--- src/rtl/faddsub_pipe.sv ---
// Three-stage pipelined floating-point add/sub (align, add, normalise) with truncation and flush-to-zero.
// Latency 3 cycles; stall propagates from out_ready, and the whole pipe holds while the output is full and unaccepted.
module faddsub_pipe #(
  parameter int EXP_W = 8,
  parameter int MAN_W = 23,
  parameter int TAG_W = 4
) (
  input  logic                   clk,
  input  logic                   rst,
  input  logic                   in_valid,
  output logic                   in_ready,
  input  logic                   in_sub,
  input  logic [EXP_W+MAN_W:0]   adata,
  input  logic [EXP_W+MAN_W:0]   bdata,
  input  logic [TAG_W-1:0]       in_tag,
  output logic                   out_valid,
  input  logic                   out_ready,
  output logic [EXP_W+MAN_W:0]   result,
  output logic [TAG_W-1:0]       out_tag
);

  localparam int W = 1 + EXP_W + MAN_W;
  localparam logic [EXP_W-1:0] EXP_ONES = '1;
  localparam logic [W-1:0] QNAN = {1'b0, {EXP_W{1'b1}}, 1'b1, {(MAN_W-1){1'b0}}};

  typedef struct packed {
    logic             sgn;
    logic             eff_sub;
    logic [EXP_W-1:0] exp;
    logic [MAN_W:0]   big_sig;
    logic [MAN_W:0]   sml_sig;
    logic             byp;
    logic [W-1:0]     byp_val;
    logic [TAG_W-1:0] tag;
  } align_t;

  typedef struct packed {
    logic             sgn;
    logic [EXP_W-1:0] exp;
    logic [MAN_W+1:0] sum;
    logic             byp;
    logic [W-1:0]     byp_val;
    logic [TAG_W-1:0] tag;
  } add_t;

  logic             v1, v2, v3;
  logic             adv;
  align_t           s1, s1_d;
  add_t             s2, s2_d;
  logic [W-1:0]     res_q, res_d;
  logic [TAG_W-1:0] tag_q;

  // Operand decode; b is taken with its effective sign
  logic             a_s, b_s;
  logic [EXP_W-1:0] a_e, b_e, diff;
  logic [MAN_W-1:0] a_m, b_m;
  logic [W-1:0]     eb;
  logic             a_zero, b_zero, a_inf, b_inf, a_nan, b_nan, a_ge;

  assign a_s    = adata[W-1];
  assign a_e    = adata[W-2:MAN_W];
  assign a_m    = adata[MAN_W-1:0];
  assign b_s    = bdata[W-1] ^ in_sub;
  assign b_e    = bdata[W-2:MAN_W];
  assign b_m    = bdata[MAN_W-1:0];
  assign eb     = {b_s, b_e, b_m};
  assign a_zero = (a_e == '0);
  assign b_zero = (b_e == '0);
  assign a_inf  = (a_e == EXP_ONES) && (a_m == '0);
  assign b_inf  = (b_e == EXP_ONES) && (b_m == '0);
  assign a_nan  = (a_e == EXP_ONES) && (a_m != '0);
  assign b_nan  = (b_e == EXP_ONES) && (b_m != '0);
  assign a_ge   = ({a_e, a_m} >= {b_e, b_m});

  assign adv       = !v3 || out_ready;
  assign in_ready  = adv;
  assign out_valid = v3;
  assign result    = res_q;
  assign out_tag   = tag_q;

  // Stage 1: order operands by magnitude and align the smaller significand
  always_comb begin
    s1_d         = '0;
    diff         = '0;
    s1_d.tag     = in_tag;
    s1_d.eff_sub = a_s ^ b_s;
    if (a_ge) begin
      s1_d.sgn     = a_s;
      s1_d.exp     = a_e;
      s1_d.big_sig = {1'b1, a_m};
      diff         = a_e - b_e;
      s1_d.sml_sig = {1'b1, b_m} >> diff;
    end else begin
      s1_d.sgn     = b_s;
      s1_d.exp     = b_e;
      s1_d.big_sig = {1'b1, b_m};
      diff         = b_e - a_e;
      s1_d.sml_sig = {1'b1, a_m} >> diff;
    end

    // Specials outrank zeros so a NaN is always canonicalised
    s1_d.byp = 1'b1;
    if (a_nan || b_nan || (a_inf && b_inf && s1_d.eff_sub)) s1_d.byp_val = QNAN;
    else if (a_inf)               s1_d.byp_val = adata;
    else if (b_inf)               s1_d.byp_val = eb;
    else if (a_zero && b_zero)    s1_d.byp_val = '0;
    else if (a_zero)              s1_d.byp_val = eb;
    else if (b_zero)              s1_d.byp_val = adata;
    else                          s1_d.byp     = 1'b0;
  end

  // Stage 2: magnitude add or subtract; big_sig >= sml_sig by construction
  always_comb begin
    s2_d         = '0;
    s2_d.sgn     = s1.sgn;
    s2_d.exp     = s1.exp;
    s2_d.byp     = s1.byp;
    s2_d.byp_val = s1.byp_val;
    s2_d.tag     = s1.tag;
    if (s1.eff_sub) s2_d.sum = {1'b0, s1.big_sig} - {1'b0, s1.sml_sig};
    else            s2_d.sum = {1'b0, s1.big_sig} + {1'b0, s1.sml_sig};
  end

  // Stage 3: normalise, detect overflow to infinity, flush underflow to +0
  int               lz;
  logic [MAN_W-1:0] norm;
  logic [EXP_W-1:0] exp_inc;

  always_comb begin
    res_d   = '0;
    lz      = MAN_W + 1;
    for (int i = 0; i <= MAN_W; i++) begin
      if (s2.sum[i]) lz = MAN_W - i;
    end
    norm    = MAN_W'(s2.sum[MAN_W:0] << lz);
    exp_inc = s2.exp + EXP_W'(1);
    if (s2.byp) begin
      res_d = s2.byp_val;
    end else if (s2.sum[MAN_W+1]) begin
      if (exp_inc == EXP_ONES) res_d = {s2.sgn, EXP_ONES, {MAN_W{1'b0}}};
      else                     res_d = {s2.sgn, exp_inc, s2.sum[MAN_W:1]};
    end else if ((s2.sum == '0) || (int'(s2.exp) <= lz)) begin
      res_d = '0;
    end else begin
      res_d = {s2.sgn, EXP_W'(int'(s2.exp) - lz), norm};
    end
  end

  always_ff @(posedge clk or posedge rst) begin
    if (rst) begin
      v1    <= 1'b0;
      v2    <= 1'b0;
      v3    <= 1'b0;
      s1    <= '0;
      s2    <= '0;
      res_q <= '0;
      tag_q <= '0;
    end else if (adv) begin
      v1    <= in_valid && in_ready;
      v2    <= v1;
      v3    <= v2;
      s1    <= s1_d;
      s2    <= s2_d;
      res_q <= res_d;
      tag_q <= s2.tag;
    end
  end

endmodule
--- config.mk ---
export PLATFORM = sky130hd
export DESIGN_NAME = faddsub_pipe
export DESIGN_NICKNAME = d
export VERILOG_FILES = /design/src/rtl/faddsub_pipe.sv
export SDC_FILE = /design/constraint.sdc
export NUM_CORES = 1
export LEC_CHECK = 0
export ABC_AREA = 1
export CORE_MARGIN = 10
export CORE_UTILIZATION = 40
export DETAILED_ROUTE_END_ITERATION = 10
export GPL_TIMING_DRIVEN = 0
export PLACE_DENSITY = 0.57
export SLEW_MARGIN = 20
export SYNTH_ARGS = -nofsm -noshare
export SYNTH_HDL_FRONTEND = slang
export SYNTH_SLANG_ARGS = --single-unit
--- constraint.sdc ---
create_clock -name clk -period 23.1 [get_ports clk]
set_clock_uncertainty 0.15 [all_clocks]
set_input_delay 5.775 -clock clk [delete_from_list [all_inputs] [get_ports clk]]
set_output_delay 5.775 -clock clk [all_outputs]
set_load 0.01 [all_outputs]
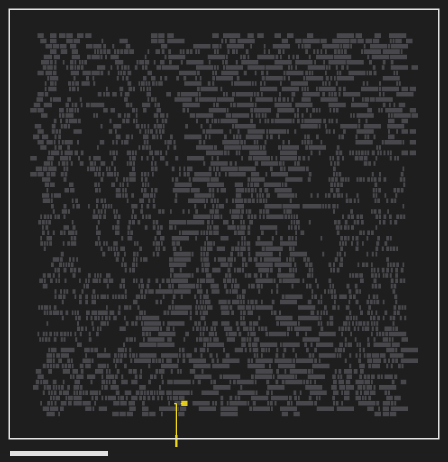
(run_1/io_fan.png)
The bar under the picture is 50 um long.
[in_sub] yellow | direction: input | end cells: 1 | wire: 19.5 um
port buffer count: 110
total I/O pin count: 111

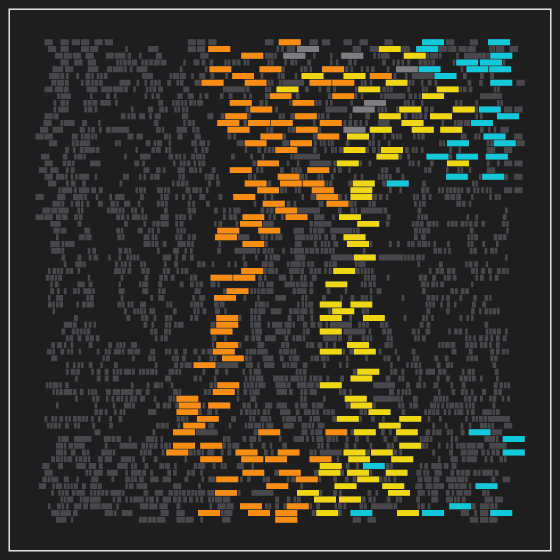
(run_1/flops_by_reg.png)
Other sequential cells in the stronger grey, the rest of the logic in the fainter grey.
[result] cyan | sequential cells: 32 | where: a column on the right
[s1] orange | sequential cells: 95 | where: a column down the middle
[s2] yellow | sequential cells: 71
area taken by flip-flops and latches: 5130 um^2
sequential cell power: 0.592 mW
flip-flop and latch share of the layout cell area: 0.281
fraction of the core area covered by cells at the end of the flow: 0.470

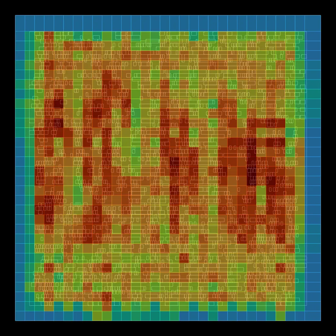
(run_1/congestion.png)
global-route total usage across every layer: 0.278
routed wire length per instance: 22.8 um
fraction of met2 tracks used by global routing: 0.466

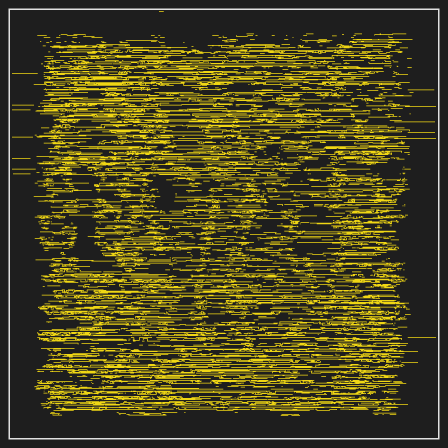
(run_1/layer_met1.png)
share of all routed wire: 43%
wire length on this layer: 28.9 mm
nets with wire on the layer: 2448

==> notes.md, run 1 <==
The synthesis and place-and-route flow finished, so here is a summary.

The run finished with clean final reports. The number of nets at floorplan came out at 2443. The count of buffering cells on the critical path with inverters included is 6. The cell resize tally after clock tree synthesis is 0.

The post-CTS setup-driven buffer insertion count came out at 0. The detail route stage leaves a number of antenna-violating nets equal to 0. The worst ir drop on vdd came out at 65.9 uV. The number of enable flip-flop cells came out at 0.

The worst reg-to-reg setup slack came out at 17.93 ns. The final setup violation count is 0. The report lists the power per cell area as 128 nW/um^2. The final wirelength came out at 67700 um.

The arrival time of the worst setup path is 8.67 ns. The tally of yosys warning messages came out at 0. The global placement routability congestion came out at 1.02. The class of the most critical hold timing path is register to register.

The row count came out at 72. The leftover overflow at the end of global routing came out at 0. Of the cells placed in the final design, the portion with a size suffix greater than 1 is 0.0479.

For the worst-skew pair, the clock arrives at the later sink with an insertion delay of 0.51 ns. The startpoint identified for the worst hold timing path is s2[3]. The clock slew at the register clock pins of the worst setup and hold paths is 0.06 ns. The minimum clock period after layout came out at 14.59 ns. The slowest stage of the critical path is the sky130_fd_sc_hd__clkbuf_1 cell. Looking at the hold checks, the worst path lands on out_tag[3]. The total die size is 47700 um^2. The worst setup path is captured at an output port. The most frequent standard cell in the layout excluding fill and tap cells is sky130_fd_sc_hd__nand2_1. The tree is rooted in a sky130_fd_sc_hd__clkbuf_16. Post-route period utilization is reported as 0.632. Tracing the worst setup path back leads to its startpoint at out_ready. The chip area from the yosys synthesis statistics came out at 15800 um^2. Per STA, the highest per-stage delay on the worst path measures 0.57 ns. For reference, the critical path is captured by in_ready.

Per the log, the first TritonRoute iteration ended with a DRC count of 1587. The number of synthesized register bits came out at 205. The number of instances in the synthesized netlist is 2295. The critical path in the final layout is reported with a setup slack of 8.51 ns. For this configuration, the core starts out at a cell density of 0.406. In the final report, the number of hold violations comes to 0.

STA classifies the critical path startpoint as a primary input. The cell count along the critical path came out at 7. The number of slew-limit violations in the final report is 0. According to the finish report, the design has a final net count of 2578. Listed in order, past its start point the critical path passes clkdlybuf4s50_1 > nor2_1 > clkbuf_1 > clkinv_1 > clkbuf_1 > clkbuf_1 > clkdlybuf4s50_1. The worst max-slew margin expressed relative to the limit is 0.301. The launch point of the worst register-to-register path is recorded as s2[41].
==> run 1: metal layers <==
metal / GRT usage / up-vias / routed length, um
met4: 0.127 / 0 / 3290
met3: 0.0209 / 115 / 3290
met5: 0 / - / 0
met1: 0.358 / 7997 / 28900
met2: 0.466 / 581 / 32300
li1: - / 7997 / -
==> run 1: power by group <==
part / switching, mW / internal, mW / leakage (nW) / total (mW)
registers: 0.120 / 0.472 / 2.59 / 0.592
clock network: 0.149 / 0.206 / 0.352 / 0.355
logic: 0.913 / 0.483 / 5.52 / 1.40
==> run 1: metrics by stage <==
stage / total power [mW] / cells / instance area (um^2) / utilization / hold slack, ns
floorplan: 1.47 / 2295 / 15800 / - / 0.290
global placement: 1.97 / 2923 / 17500 / 0.451 / 0.303
detailed placement: 1.97 / 2924 / 17500 / 0.452 / 0.309
CTS: 2.33 / 2963 / 18300 / 0.470 / 0.325
global route: 2.53 / 2963 / 18300 / 0.470 / 0.347
finish: 2.34 / 2963 / 18300 / 0.470 / 0.324
==> run 1: cell families (layout without fill, tap and decap cells) <==
kind of cell               after synthesis  after routing  synth area share
and+or+nand+nor                        991            991             0.267
muxes                                    8              8           0.00508
DFF                                    205            205             0.326
adders and majority gates               75             75            0.0615
xor gates and xnor gates                53             53            0.0295
AOI/OAI and AO/OA                      583            583             0.217
buffers and inverters                  380            530            0.0942
==> run 1: layout make-up <==
type	count	area (um^2)
clock inverter	9	114
fill	4098	20600
buffer	120	505
timing repair buffer	111	1130
clock buffer	30	601
tap	518	648
sequential	205	5130
multi-input combinational	1710	9140
inverter	260	986
==> run 1: sequential cells by signal, indices dropped and copies added, names as in the netlist <==
signal	flops
out_tag	4
v1	1
result	32
s2	71
out_valid	1
s1	95
v2	1
==> run 2, diff against run 1 <==
==> constraint.sdc (replaced) <==
create_clock -name clk -period 15.11 [get_ports clk]
set_clock_uncertainty 0.15 [all_clocks]
set_input_delay 3.7775 -clock clk [delete_from_list [all_inputs] [get_ports clk]]
set_output_delay 3.7775 -clock clk [all_outputs]
set_load 0.01 [all_outputs]
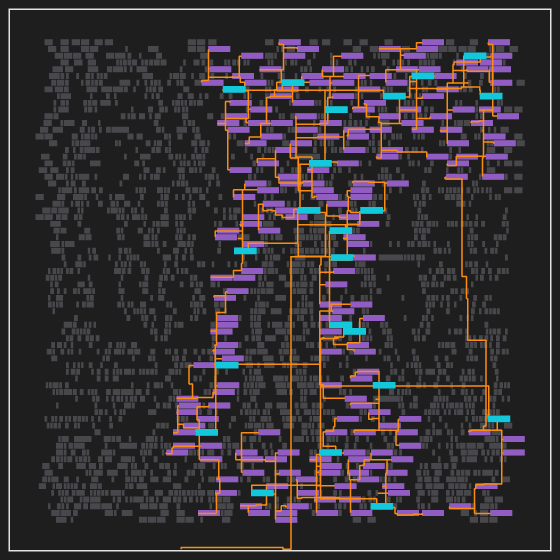
(run_2/clk_routes.png)
[clock wires] orange | length: 2800 um
[clock drivers] cyan | count: 22
[flip-flops] purple | count: 205
routed clock nets: 23

==> notes.md, run 2 <==
The synthesis and place-and-route flow finished, so here is a summary.

For this design, the slowest cell found on the critical path is sky130_fd_sc_hd__clkbuf_1. The group that draws the most power in this run is combinational logic. Per the detailed placement report, the placed cell area equals 17500 um^2. The launching point of the worst reg2reg path is s2[41].

The worst setup path is captured at an output port. Max-slew check failures listed in the final report amount to 0. The internal power of the cells is 1.77 mW. The cell count along the critical path is 7. The clock slew at the register clock pins of the worst setup and hold paths came out at 0.06 ns. The starting density of the core came out at 0.406. The number of nets at floorplan is 2443. The detailed router's first-iteration violation count came out at 1587. The tree is rooted in a sky130_fd_sc_hd__clkbuf_16. The global placement routability congestion is 1.02. The fraction of the mapped netlist area in adder cells came out at 0.0615. The share of the clock period used by the worst path after layout is 0.701. Per the detailed-route log, wirelength across all metal layers totals 67700 um. The part of the power in registers came out at 0.253. STA classifies the critical path startpoint as a primary input.

The cell resize tally after clock tree synthesis is 0. The count of input and output buffers came out at 110. The flow ran to the end, and the final reports show no timing, DRC or antenna violations. In this run, the synthesized area fraction spent on and/or/nand/nor cells is recorded as 0.267.

The count of buffering cells on the critical path with inverters included is 6. The number of instances in the synthesized netlist came out at 2295. The register with the most flip-flops in the layout has 95 of them. The post-synthesis compound-gate area fraction came out at 0.217.

The flow reports power dissipated in sequential cells as 0.905 mW. The post-route cell area is 18300 um^2. The minimum clock period after layout is 10.60 ns. Per the cell usage report, the commonest logic cell in the layout is sky130_fd_sc_hd__nand2_1. For the worst setup path, the data arrival time is 6.67 ns. The clock network consumes a total of 0.543 mW.
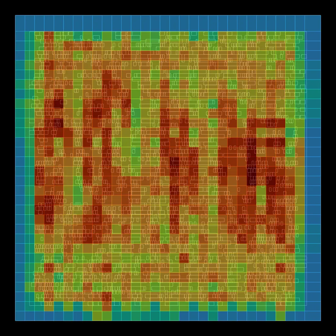
(run_2/congestion.png)
met1 Use GR: 0.358
global route hottest layer: met2
GR Layer Usage met3: 0.0209

-- run 2: cell counts in the layout (fill, tap and decap cells not counted) --
No cell type changed its count.
-- run 2: worst min-delay path by stage --
stage,startpoint,endpoint,slack (ns),cells past startpoint
3_3_place_gp,v2,out_valid,0.30,1
6_report,s2[3],out_tag[3],0.32,2
2_1_floorplan,v2,out_valid,0.29,1
3_5_place_dp,v2,out_valid,0.31,1
5_1_grt,s2[33],s2[33],0.35,2
4_1_cts,v2,out_valid,0.32,1
-- run 2: area by class of cell --
cell class / instances / area, um^2
fill: 4098 / 20600
sequential: 205 / 5130
buffer: 120 / 505
timing repair buffer: 111 / 1130
inverter: 260 / 986
multi-input combinational: 1710 / 9140
clock inverter: 9 / 114
clock buffer: 30 / 601
tap: 518 / 648
-- run 2: per-layer routing --
metal	GRT usage	wire length, um	vias up
li1	-	-	7997
met1	0.358	28900	7997
met2	0.466	32300	581
met3	0.0209	3290	115
met4	0.127	3290	0
met5	0	0	-
-- run 2: cells by family after synthesis --
kind of cell | count (synthesis)
muxes | 8
and+or+nand+nor | 991
xor gates and xnor gates | 53
AOI/OAI and AO/OA | 583
adders and majority gates | 75
DFF | 205
buffers and inverters | 380
-- run 2: per-stage QoR --
| stage | hold slack, ns | std cells | power [mW] | setup WS [ns] |
|---|---|---|---|---|
| 2_1_floorplan | 0.290 | 2295 | 2.25 | 5.59 |
| 3_5_place_dp | 0.309 | 2924 | 3.01 | 4.57 |
| 6_report | 0.324 | 2963 | 3.58 | 4.51 |
| 3_3_place_gp | 0.303 | 2923 | 3.01 | 2.90 |
| 4_1_cts | 0.325 | 2963 | 3.56 | 4.56 |
| 5_1_grt | 0.347 | 2963 | 3.87 | 4.41 |
Power is estimated from default activity; no workload was simulated.
